## src/rtl/debug_uart_tx_pkg.sv

```systemverilog
// Shared types and constants for the debug UART transmitter.
// Frame layout: SYNC, seven captured debug bytes, XOR checksum.
package debug_uart_pkg;

  typedef enum logic [1:0] {
    ST_IDLE,
    ST_START,
    ST_DATA,
    ST_STOP
  } uart_state_e;

  localparam int FRAME_BYTES   = 9;
  localparam int BITS_PER_BYTE = 10;
  localparam int PORT_BYTES    = 7;

  localparam logic [7:0] SYNC_DEFAULT = 8'hA5;

  function automatic logic [7:0] xor_bytes(
    input logic [7:0] b [PORT_BYTES]
  );
    logic [7:0] acc;
    acc = '0;
    for (int i = 0; i < PORT_BYTES; i++) begin
      acc = acc ^ b[i];
    end
    return acc;
  endfunction

endpackage

```

## src/rtl/debug_uart_tx_if.sv

```systemverilog
// Bundle between the cpu debug ports / host link and the transmitter.
// The master drives trigger and ports; the slave drives the serial side.
interface debug_uart_tx_if;

  logic       trigger;
  logic [7:0] debug_port1;
  logic [7:0] debug_port2;
  logic [7:0] debug_port3;
  logic [7:0] debug_port4;
  logic [7:0] debug_port5;
  logic [7:0] debug_port6;
  logic [7:0] debug_port7;
  logic       tx;
  logic       busy;
  logic       frame_done;
  logic [7:0] drop_count;

  modport master (
    output trigger,
    output debug_port1,
    output debug_port2,
    output debug_port3,
    output debug_port4,
    output debug_port5,
    output debug_port6,
    output debug_port7,
    input  tx,
    input  busy,
    input  frame_done,
    input  drop_count
  );

  modport slave (
    input  trigger,
    input  debug_port1,
    input  debug_port2,
    input  debug_port3,
    input  debug_port4,
    input  debug_port5,
    input  debug_port6,
    input  debug_port7,
    output tx,
    output busy,
    output frame_done,
    output drop_count
  );

endinterface

```

## src/rtl/debug_uart_tx_byte.sv

```systemverilog
// 8N1 byte serializer, LSB first, with a load/ready handshake.
// Ready rises in the last stop-bit cycle so bytes can be chained gaplessly.
module uart_tx_byte
  import debug_uart_pkg::*;
#(
  parameter int CLKS_PER_BIT = 434
) (
  input  logic       clk,
  input  logic       rst,
  input  logic       i_load,
  input  logic [7:0] i_data,
  output logic       o_ready,
  output logic       o_last,
  output logic       o_tx
);

  localparam logic [15:0] BAUD_LAST =
    16'(CLKS_PER_BIT - 1);

  uart_state_e r_state;
  uart_state_e w_state_n;
  logic [15:0] r_baud;
  logic [15:0] w_baud_n;
  logic [2:0]  r_bit;
  logic [2:0]  w_bit_n;
  logic [7:0]  r_shift;
  logic [7:0]  w_shift_n;
  logic        r_tx;
  logic        w_tx_n;
  logic        w_bit_end;

  assign w_bit_end = (r_baud == BAUD_LAST);

  always_ff @(posedge clk or posedge rst) begin
    if (rst) begin
      r_state <= ST_IDLE;
      r_baud  <= '0;
      r_bit   <= '0;
      r_shift <= '0;
      r_tx    <= 1'b1;
    end else begin
      r_state <= w_state_n;
      r_baud  <= w_baud_n;
      r_bit   <= w_bit_n;
      r_shift <= w_shift_n;
      r_tx    <= w_tx_n;
    end
  end

  always_comb begin
    w_state_n = r_state;
    w_baud_n  = r_baud;
    w_bit_n   = r_bit;
    w_shift_n = r_shift;
    w_tx_n    = r_tx;
    unique case (r_state)
      ST_IDLE: begin
        w_tx_n   = 1'b1;
        w_baud_n = '0;
        if (i_load) begin
          w_state_n = ST_START;
          w_shift_n = i_data;
          w_tx_n    = 1'b0;
        end
      end
      ST_START: begin
        w_baud_n = r_baud + 16'd1;
        if (w_bit_end) begin
          w_state_n = ST_DATA;
          w_baud_n  = '0;
          w_bit_n   = '0;
          w_tx_n    = r_shift[0];
        end
      end
      ST_DATA: begin
        w_baud_n = r_baud + 16'd1;
        if (w_bit_end) begin
          w_baud_n = '0;
          if (r_bit == 3'd7) begin
            w_state_n = ST_STOP;
            w_tx_n    = 1'b1;
          end else begin
            w_bit_n   = r_bit + 3'd1;
            w_shift_n = r_shift >> 1;
            w_tx_n    = r_shift[1];
          end
        end
      end
      ST_STOP: begin
        w_baud_n = r_baud + 16'd1;
        if (w_bit_end) begin
          w_baud_n = '0;
          // chaining straight into the next start bit
          if (i_load) begin
            w_state_n = ST_START;
            w_shift_n = i_data;
            w_tx_n    = 1'b0;
          end else begin
            w_state_n = ST_IDLE;
            w_tx_n    = 1'b1;
          end
        end
      end
      default: begin
        w_state_n = ST_IDLE;
        w_tx_n    = 1'b1;
      end
    endcase
  end

  assign o_last  = (r_state == ST_STOP) && w_bit_end;
  assign o_ready = (r_state == ST_IDLE) || o_last;
  assign o_tx    = r_tx;

endmodule

```

## src/rtl/debug_uart_tx.sv

```systemverilog
// Captures the seven cpu debug bytes on trigger and ships them as
// one SYNC + data + XOR-checksum frame over an 8N1 UART line.
module debug_uart_tx
  import debug_uart_pkg::*;
#(
  parameter int         CLKS_PER_BIT = 434,
  parameter logic [7:0] SYNC_BYTE    = SYNC_DEFAULT
) (
  input  logic            clk,
  input  logic            rst,
  debug_uart_tx_if.slave  bus
);

  localparam logic [3:0] LAST_IDX =
    4'(FRAME_BYTES - 1);

  logic [7:0] r_cap [8];
  logic [3:0] r_idx;
  logic       r_busy;
  logic [7:0] r_drop;

  logic [7:0] w_ports [PORT_BYTES];
  logic [7:0] w_csum;
  logic       w_ready;
  logic       w_last;
  logic       w_tx;
  logic       w_frame_done;
  logic       w_accept;
  logic       w_drop;
  logic       w_next;
  logic       w_load;
  logic [7:0] w_data;

  assign w_ports[0] = bus.debug_port1;
  assign w_ports[1] = bus.debug_port2;
  assign w_ports[2] = bus.debug_port3;
  assign w_ports[3] = bus.debug_port4;
  assign w_ports[4] = bus.debug_port5;
  assign w_ports[5] = bus.debug_port6;
  assign w_ports[6] = bus.debug_port7;
  assign w_csum     = xor_bytes(w_ports);

  assign w_frame_done = r_busy && w_last &&
                        (r_idx == LAST_IDX);
  assign w_accept = bus.trigger && w_ready &&
                    (!r_busy || w_frame_done);
  assign w_drop   = bus.trigger && r_busy &&
                    !w_frame_done;
  assign w_next   = r_busy && w_last &&
                    !w_frame_done;

  // slot 7 of the shadow holds the checksum
  always_comb begin
    w_load = w_accept || w_next;
    w_data = SYNC_BYTE;
    if (w_next) begin
      w_data = r_cap[r_idx[2:0]];
    end
  end

  always_ff @(posedge clk or posedge rst) begin
    if (rst) begin
      for (int i = 0; i < 8; i++) begin
        r_cap[i] <= '0;
      end
      r_idx  <= '0;
      r_busy <= 1'b0;
    end else if (w_accept) begin
      for (int i = 0; i < PORT_BYTES; i++) begin
        r_cap[i] <= w_ports[i];
      end
      r_cap[7] <= w_csum;
      r_idx    <= '0;
      r_busy   <= 1'b1;
    end else if (w_next) begin
      r_idx <= r_idx + 4'd1;
    end else if (w_frame_done) begin
      r_idx  <= '0;
      r_busy <= 1'b0;
    end
  end

  always_ff @(posedge clk or posedge rst) begin
    if (rst) begin
      r_drop <= '0;
    end else if (w_drop && (r_drop != 8'hFF)) begin
      r_drop <= r_drop + 8'd1;
    end
  end

  uart_tx_byte #(
    .CLKS_PER_BIT (CLKS_PER_BIT)
  ) u_ser (
    .clk     (clk),
    .rst     (rst),
    .i_load  (w_load),
    .i_data  (w_data),
    .o_ready (w_ready),
    .o_last  (w_last),
    .o_tx    (w_tx)
  );

  assign bus.tx         = w_tx;
  assign bus.busy       = r_busy;
  assign bus.frame_done = w_frame_done;
  assign bus.drop_count = r_drop;

endmodule
```

## src/flat_wrapper.sv

```systemverilog
// flat-port wrapper written by rule: the top's interface ports become plain ports
module debug_uart_tx_flat import debug_uart_pkg::*;
#(
  parameter int         CLKS_PER_BIT = 434,
  parameter logic [7:0] SYNC_BYTE    = SYNC_DEFAULT
)
  (clk, rst, bus_trigger, bus_debug_port1, bus_debug_port2, bus_debug_port3, bus_debug_port4, bus_debug_port5, bus_debug_port6, bus_debug_port7, bus_tx, bus_busy, bus_frame_done, bus_drop_count);
  debug_uart_tx_if bus_i ();
  input  logic clk;
  input  logic rst;
  input wire logic [$bits(bus_i.trigger)-1:0] bus_trigger;
  input wire logic [$bits(bus_i.debug_port1)-1:0] bus_debug_port1;
  input wire logic [$bits(bus_i.debug_port2)-1:0] bus_debug_port2;
  input wire logic [$bits(bus_i.debug_port3)-1:0] bus_debug_port3;
  input wire logic [$bits(bus_i.debug_port4)-1:0] bus_debug_port4;
  input wire logic [$bits(bus_i.debug_port5)-1:0] bus_debug_port5;
  input wire logic [$bits(bus_i.debug_port6)-1:0] bus_debug_port6;
  input wire logic [$bits(bus_i.debug_port7)-1:0] bus_debug_port7;
  output wire logic [$bits(bus_i.tx)-1:0] bus_tx;
  output wire logic [$bits(bus_i.busy)-1:0] bus_busy;
  output wire logic [$bits(bus_i.frame_done)-1:0] bus_frame_done;
  output wire logic [$bits(bus_i.drop_count)-1:0] bus_drop_count;
  assign bus_i.trigger = bus_trigger;
  assign bus_i.debug_port1 = bus_debug_port1;
  assign bus_i.debug_port2 = bus_debug_port2;
  assign bus_i.debug_port3 = bus_debug_port3;
  assign bus_i.debug_port4 = bus_debug_port4;
  assign bus_i.debug_port5 = bus_debug_port5;
  assign bus_i.debug_port6 = bus_debug_port6;
  assign bus_i.debug_port7 = bus_debug_port7;
  assign bus_tx = bus_i.tx;
  assign bus_busy = bus_i.busy;
  assign bus_frame_done = bus_i.frame_done;
  assign bus_drop_count = bus_i.drop_count;
  debug_uart_tx #(.CLKS_PER_BIT(CLKS_PER_BIT), .SYNC_BYTE(SYNC_BYTE)) u_core (.clk(clk), .rst(rst), .bus(bus_i));
endmodule
```

## config.mk

```make
export PLATFORM = sky130hd
export DESIGN_NAME = debug_uart_tx_flat
export DESIGN_NICKNAME = d
export VERILOG_FILES = /design/src/rtl/debug_uart_tx_pkg.sv /design/src/rtl/debug_uart_tx_if.sv /design/src/rtl/debug_uart_tx_byte.sv /design/src/rtl/debug_uart_tx.sv /design/src/flat_wrapper.sv
export SDC_FILE = /design/constraint.sdc
export NUM_CORES = 1
export LEC_CHECK = 0
export CAP_MARGIN = 20
export CORE_UTILIZATION = 30
export CTS_BUF_LIST = sky130_fd_sc_hd__clkbuf_4
export CTS_CLUSTER_SIZE = 12
export DETAILED_ROUTE_END_ITERATION = 10
export GPL_TIMING_DRIVEN = 0
export SLEW_MARGIN = 20
export SYNTH_ARGS = -nofsm -noshare
export SYNTH_HDL_FRONTEND = slang
export SYNTH_SLANG_ARGS = --single-unit
```

## constraint.sdc

```tcl
create_clock -name clk -period 3.54 [get_ports clk]
set_input_delay 0.354 -clock clk [delete_from_list [all_inputs] [get_ports clk]]
set_output_delay 0.354 -clock clk [all_outputs]
set_load 0.02 [all_outputs]
```

==> qor.yml, run 1 <==
nNetsFinal: 610
p_clk_mw: 0.681
yosysWarnings: 0
synth_cell_type_count: 51
die-area_mm2: 0.0193
grt_max_degree: 75
ctsResizeCount: 0
yosysChipArea_mm2: 0.00562
instances_no_fill: 775
worstPathMaxFanout: 10
comb_area_frac: 0.407
hold_viol: 0
edf_count: 0
top_power_group: "registers"
synthArstFlopShare: 1.00
flop_cell: "dfrtp_1"
num_rows: 49
ctsHtreeMaxLevel: 3
p_sw_frac: 0.284
wl_met2_um: 6410
fin_skew_ns: 0.0264
drt-met1-wl_um: 5550
largest_class: "multi-input combinational cells"
vias_per_cell: 4.81
pg_comb_mw: 0.392
wl_met3_um: 346
ys_seq_share: 0.476
crit_path_max_incr_delay_ns: 0.64
inv_count: 15
post-place-ws_ns: 0.446
rsz0062_at_grt: "false"
root_buffer: "clkbuf_4"
top_area_frac: 0.472
ctsHoldBuffers: 0
power_density_mw_per_mm2: 351
die_w_um: 139
clkbuf_count: 9
cap_viol_max_count: 0
ys_sh_simple: 0.0941
drcViolationCount: 0
crit_family: "buffers and inverters"
synthAdderAreaFrac: 0.0245
muxShareOfSynthArea: 0.204
clock.fmax_mhz: 322
drtIter0Drc: 134
core_area_mm2: 0.0181
grt_overflow: 0
layout_min_cycle_time_ns: 3.10
p_seq_mw: 1.31
worstPathRequired_ns: 3.19
grt-busiest-layer: "met2"
reg2reg_slack_ns: 0.51
status: "complete, no violations"
gr-usage-met2: 0.243
lay_top_cells: "dfrtp_1, clkdlybuf4s50_1, mux2_2, xnor2_1, nand2_1"
warnings: 31
grt.met3_usage: 0.0266
diodes: 1
top_cell: "dfrtp_1"
avgSynthCellArea_um2: 12.3
arrival_ns: 2.75
ff_count: 107
final_design_area_no_fill_mm2: 0.00679
clk_latency_ns: 0.50
run 1: path summary, 6_finish.rpt:
kind                                                       start                                    to  cells past startpoint
min in group clk                     u_core.r_cap[0]$_DFFE_PP0P_           u_core.r_cap[0]$_DFFE_PP0P_                      2
worst max-delay path            u_core.u_ser.r_baud[1]$_DFF_PP0_                        bus_frame_done                      8
worst min-delay path                                         rst  u_core.bus.drop_count[7]$_DFFE_PP0P_                      2
worst min register to register       u_core.r_cap[0]$_DFFE_PP0P_           u_core.r_cap[0]$_DFFE_PP0P_                      2
max in group asynchronous                                    rst          u_core.r_cap[21]$_DFFE_PP0P_                      3
worst max register to register       u_core.r_idx[0]$_DFFE_PP0P_          u_core.r_cap[37]$_DFFE_PP0P_                     10
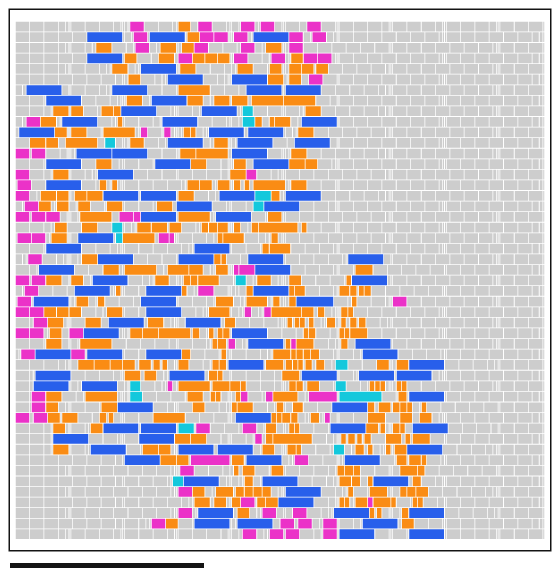
(run_1/class_map.png)
The bar under the picture is 50 µm long. Fill, decap, tap and diode cells in grey.
- cyan: clock drivers and dummy loads (cells 16; share of their area 2.3%)
- magenta: remaining buffers and delay cells (cells 90; share of their area 13%)
- orange: remaining logic cells (cells 332; share of their area 43%)
- blue: registers (cells 107; share of their area 41%)

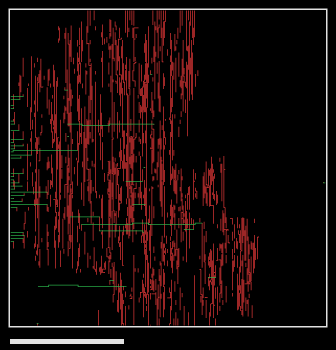
(run_1/layers.png)
The bar under the picture is 50 µm long. Two of the layers only.
- red: M2 (wire length 6410 µm)
- green: M3 (wire length 347 µm)
final WL: 12500 µm
Routed WL per cell: 16.1 µm
GRT Resource Usage Total: 0.140
via count: 3729

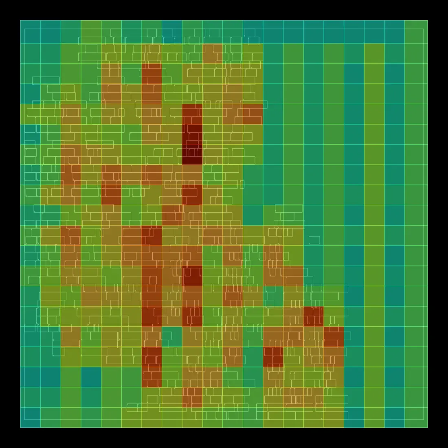
(run_1/congestion_map.png)
post-layout util: 0.374
met1 Use GR: 0.172

==> run 2: changes to the inputs <==
Settings changed: TNS_END_PERCENT from default to 10.
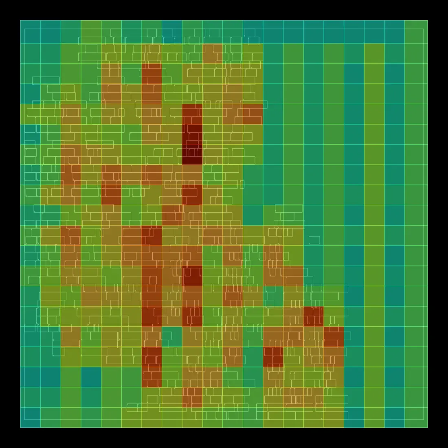
(run_2/congestion_map.png)
most used routing layer: met2
routing usage on met2: 0.243
met3 usage: 0.0266

==> run 2 against run 1 <==
Against the previous run:
- clock-buffer cell count is the same
- die size is the same
- critical path depth is the same
- routed wire length is the same
- clock power is essentially flat
- fmax is the same
- via count is the same
- total power is the same
- critical path type unchanged
- largest power group unchanged
==> qor.yml, run 2 <==
crit_end: "bus_frame_done"
wl_met2_um: 6410  # unchanged
fin_skew_ns: 0.0264  # unchanged
avgRoutedWirePerCell_um: 16.1  # unchanged
synthArstFlopShare: 1.00  # unchanged
clock.fmax_mhz: 322  # unchanged
nNetsFinal: 610  # unchanged
utilization: 0.374  # unchanged
instances_no_fill: 775  # unchanged
grt_max_degree: 75  # unchanged
drtIter0Drc: 134  # unchanged
ys_seq_share: 0.476  # unchanged
layout_min_cycle_time_ns: 3.10  # unchanged
cap_viol_max_count: 0  # unchanged
lay_top_cells: "dfrtp_1, clkdlybuf4s50_1, mux2_2, xnor2_1, nand2_1"
inv_count: 15  # unchanged
vias: 3729  # unchanged
synthAdderAreaFrac: 0.0245  # unchanged
worstReg2RegEnd: "u_core.r_cap[37]$_DFFE_PP0P_"
crit_start: "u_core.u_ser.r_baud[1]$_DFF_PP0_"
ctsHoldBuffers: 0  # unchanged
worst-path-buf-inv: 3
drt_wl_total_um: 12500  # unchanged
worstPathMaxFanout: 10  # unchanged
root_buffer: "clkbuf_4"
crit_path_max_incr_delay_ns: 0.64  # about the same
synth_cell_type_count: 51  # unchanged
flop_cell: "dfrtp_1"
die-area_mm2: 0.0193  # unchanged
r2r-start: "u_core.r_idx[0]$_DFFE_PP0P_"
clkbuf_count: 9  # unchanged
ctsHtreeMaxLevel: 3  # unchanged
drcViolationCount: 0  # unchanged
use_met1: 0.172  # unchanged
yosysWarnings: 0  # unchanged
clk_latency_ns: 0.50  # about the same
yosysChipArea_mm2: 0.00562  # unchanged
grt_overflow: 0  # unchanged
final_design_area_no_fill_mm2: 0.00679  # unchanged
wl_met3_um: 346  # unchanged
power_density_mw_per_mm2: 351  # unchanged
vias_per_cell: 4.81  # unchanged
arrival_ns: 2.75  # about the same
ff_count: 107  # unchanged
rr_worst_depth: 10  # unchanged
reg2reg_slack_ns: 0.51  # about the same
status: "complete, no violations"
post-place-ws_ns: 0.446  # unchanged
comb_area_frac: 0.407  # unchanged
hold_viol: 0  # unchanged
diodes: 1  # unchanged
drt-met1-wl_um: 5550  # unchanged
warnings: 31  # unchanged
die_w_um: 139  # unchanged
avgSynthCellArea_um2: 12.3  # unchanged
num_rows: 49  # unchanged
ctsResizeCount: 0  # unchanged
p_sw_frac: 0.284  # unchanged
core_area_mm2: 0.0181  # unchanged
largest_class: "multi-input combinational cells"
edf_count: 0  # unchanged
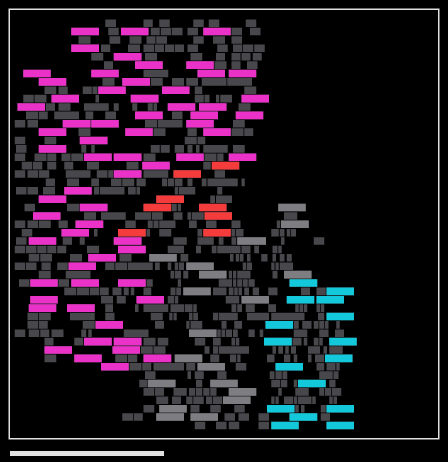
(run_2/ff_map.png)
The bar under the picture is 50 µm long.
- magenta: `u_core.r_cap` (placed flops 64)
- red: `u_core.u_ser.r_shift` (placed flops 8; where centre)
- cyan: `u_core.u_ser.r_baud` (placed flops 16)
- not coloured: 19
Reg area: 0.00268 mm²
Seq/total area: 0.395
sequential power: 1.31 mW

-- run 2: cell counts after synthesis --
No cell type changed its count.
-- run 2: cell families after synthesis --
group                    count (synthesis)
adder cells (fa/ha/maj)                 11
XOR/XNOR                                67
flip-flops                             107
AND/OR/NAND/NOR                        103
buffers and inverters                   35
AND-OR/OR-AND                           51
multiplexers                            85
-- run 2: power by group through the flow --
stage	logic, mW	registers [mW]	clock network [mW]
final	0.392	1.31	0.681
after global routing	0.425	1.32	0.762
after CTS	0.399	1.31	0.712
after detailed placement	0.397	1.33	0
after global placement	0.390	1.33	0
after floorplan	0.161	1.37	0
Power and IR drop assume default switching activity.
